`src/rtl/lane_collision_monitor.sv`:
```
// lane_collision_monitor: detects frog/car collisions in one lane row and manages
// lives, the respawn pulse, the post-strike grace window and the sticky game-over level.
module lane_collision_monitor #(
    parameter int LIVES        = 3,
    parameter int LIFE_W       = 2,
    parameter int GRACE_CYCLES = 256,
    parameter int GRACE_W      = 9
) (
    input  logic              clk,
    input  logic              reset,
    input  logic [15:0]       lane_pixels,
    input  logic [3:0]        frog_col,
    input  logic              frog_in_lane,
    output logic              hit,
    output logic              respawn,
    output logic [LIFE_W-1:0] lives
);
    typedef enum logic [1:0] {PLAY, GRACE, OVER} state_t;

    state_t              state_q, state_d;
    logic [LIFE_W-1:0]   lives_q, lives_d;
    logic [GRACE_W-1:0]  cnt_q, cnt_d;
    logic                hit_q, hit_d;
    logic                resp_q, resp_d;
    logic                collide;

    // Pixel bit 15 is the leftmost column, so the column index is mirrored.
    assign collide = frog_in_lane & lane_pixels[4'd15 - frog_col];

    always_comb begin
        state_d = state_q;
        lives_d = lives_q;
        cnt_d   = cnt_q;
        hit_d   = hit_q;
        resp_d  = 1'b0;
        case (state_q)
            PLAY: begin
                if (collide && lives_q > LIFE_W'(1)) begin
                    state_d = GRACE;
                    lives_d = lives_q - LIFE_W'(1);
                    resp_d  = 1'b1;
                    cnt_d   = GRACE_W'(GRACE_CYCLES - 1);
                end else if (collide) begin
                    state_d = OVER;
                    lives_d = '0;
                    hit_d   = 1'b1;
                end
            end
            GRACE: begin
                state_d = (cnt_q == '0) ? PLAY : GRACE;
                cnt_d   = (cnt_q == '0) ? cnt_q : cnt_q - GRACE_W'(1);
            end
            OVER: begin
                lives_d = '0;
                hit_d   = 1'b1;
            end
            default: state_d = PLAY;
        endcase
    end

    always_ff @(posedge clk or posedge reset) begin
        if (reset) begin
            state_q <= PLAY;
            lives_q <= LIFE_W'(LIVES);
            cnt_q   <= '0;
            hit_q   <= 1'b0;
            resp_q  <= 1'b0;
        end else begin
            state_q <= state_d;
            lives_q <= lives_d;
            cnt_q   <= cnt_d;
            hit_q   <= hit_d;
            resp_q  <= resp_d;
        end
    end

    assign hit     = hit_q;
    assign respawn = resp_q;
    assign lives   = lives_q;
endmodule

```
`config.mk`:
```
export PLATFORM = sky130hd
export DESIGN_NAME = lane_collision_monitor
export DESIGN_NICKNAME = d
export VERILOG_FILES = /design/src/rtl/lane_collision_monitor.sv
export SDC_FILE = /design/constraint.sdc
export NUM_CORES = 1
export LEC_CHECK = 0
export CAP_MARGIN = 30
export CORE_ASPECT_RATIO = 1.4
export CORE_UTILIZATION = 41
export CTS_CLUSTER_DIAMETER = 60
export DETAILED_ROUTE_END_ITERATION = 8
export GPL_TIMING_DRIVEN = 0
export PLACE_DENSITY = 0.77
export SYNTH_ARGS = -nofsm -noshare
export SYNTH_HDL_FRONTEND = slang
export SYNTH_SLANG_ARGS = --single-unit
```
`constraint.sdc`:
```
create_clock -name clk -period 2.15 [get_ports clk]
set_input_delay 0.43 -clock clk [delete_from_list [all_inputs] [get_ports clk]]
set_output_delay 0.43 -clock clk [all_outputs]
set_load 0.01 [all_outputs]
```
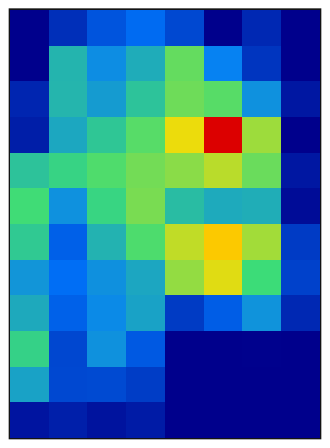
metal_density.png
The die is cut into 8 by 12 equal tiles; dark blue is low, red is high, scaled to the fullest tile. Values are wire area over tile area, all layers added.
nearly empty tiles	19%
emptiest ninth of the die	south-east
mean over tiles	0.13
Routed WL: 1.96 mm
post-DR wirelength/cell: 13.7 microns
vias post-DR: 805
GRT Resource Usage Total: 18.2%

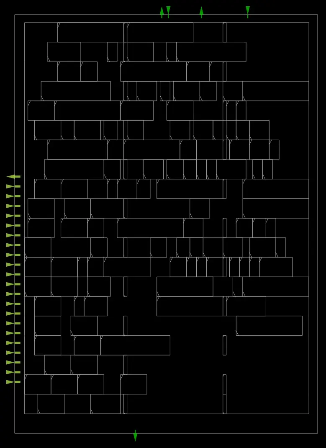
placement.png
Seq/total area: 30.2%
Layout fillers: 182
Rows: 20
FF+latch count: 15

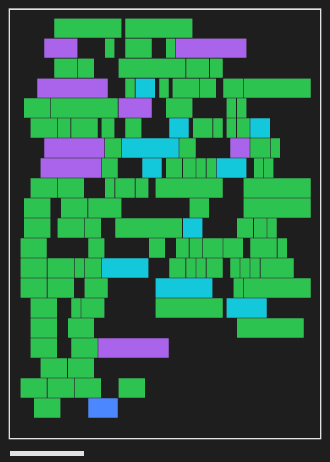
sizes.png
Bar = 10 microns.
colour	size	cells	share
purple	_2 cells	8	6.6%
cyan	_3 and _4 cells	10	8.3%
blue	_6 and larger	1	0.83%
green	_0 and _1 cells	102	84%
Synth-to-Final Area Change: 35.5%
Non-CTS buffers: 28
fin area: 0.00125 sq mm
Setup WS post-layout: 0.0346 ns

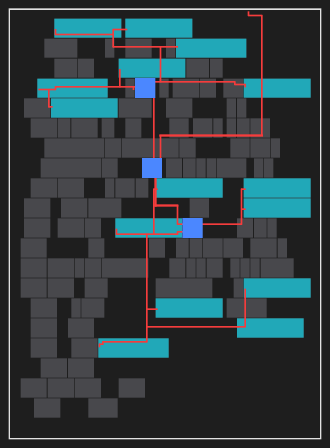
clk_routes.png
[red] clock wires | length: 195 microns
[blue] clock drivers | count: 3
[cyan] flip-flops | count: 15
flops lie	all over the die
routed clock nets	4
clk_lat worst skew: 0.28 ns
clock network fraction of total power: 30.7%
Final Skew: 0.00389 ns
Clk. pwr: 160 uW

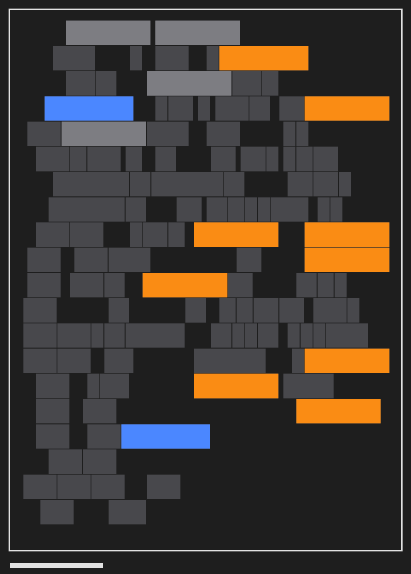
flops_by_reg.png
Bar = 10 microns. Other sequential cells in the stronger grey, the rest of the logic in the fainter grey.
colour	signal	placed flops
orange	`cnt_q`	9
blue	`lives`	2
not coloured	4
Core Util, Final: 58.3%
FF+latch area: 379 sq um
Seq group: 282 uW

==> run notes <==
run results: and+or+nand+nor area frac between 10% and 20%, AO/OA Area Share 19.3%, Core ar. 0.00215 sq mm, Max Buffers Root-to-Sink 2, worst hold slack 0.472 ns, WP data arrival between 2 and 2.5 ns, MUX share of area between 10% and 20%, chip height 58.2 microns, Top Consumer sequential cells, first-pass GRT wire length about 3.4 mm, cell type with the largest total area dfrtp_1, Chip Area 0.00245 sq mm, initial antenna violation count 0, clk tree area frac approximately 2.1%, Die W 42.2 microns, H-tree depth 1, r2r setup slk ~0.035 ns, Hold EP hit, Worst Setup End Kind flip-flop, layout cells sized above 1 15.7%, GRT Max-Usage Layer met2, XOR Share, Synth 0%, DRT met1 WL 745 microns, Critical Path End cnt_q[1], Well Taps 22, most numerous logic cell after layout clkdlybuf4s50_1, count of pins over their slew limit 0, top-count cell post-synth dfrtp_1, Post-synth EDFFs 0, crit start category flip-flop, hold_buf cts 0, CTS buffer count 3, status complete, no violations, P_leak ~0.0005 uW, fin cells 143, Period minus WS final between 2 and 2.5 ns, Detailed Route Iter0 Violations 23, Initial Util 43.0%, tool warnings 27, yosys stat area 926 sq um, DR vias/cell 5.63, Synth Seq Share 40.8%, ratio of total power to cell area 416 mW/mm^2, adder share 2.70%, max cap viols 0, Post-DP HPWL 1.55 mm, synthesized instance count 91, actual slew at the worst max-slew pin between 0.5 and 0.6 ns, # setup viols final 0, Required @ worst endpoint 2.32 ns, post-CTS resize count 0, critical path, cell by cell or4_4 -> o41a_4 -> a31oi_4 -> mux2_4, max layer used met4, sequential power share 54.1%, ys async rst share 100%, GRT overflow 0, floorplan net count 116, nets 147, Crit Path Category reg -> reg, wire length on met2 approximately 1.1 mm, Non-clock buffer share roughly 22%, total number of cells along the worst setup path 4, CP bufs+invs 0, Yosys Instances between 90 and 100, Hold Fails Final Rpt 0, top post-synthesis cells by count dfrtp_1, inv_1, nand2_1, nand2b_1, Slew HR approximately 62%, met2 Track Usage GR 35.8%, dpl ws -0.364 ns, vias in the first global route 824, Placed Area 0.00120 sq mm, invs w/o clock 9
Power is estimated from default activity; no workload was simulated.
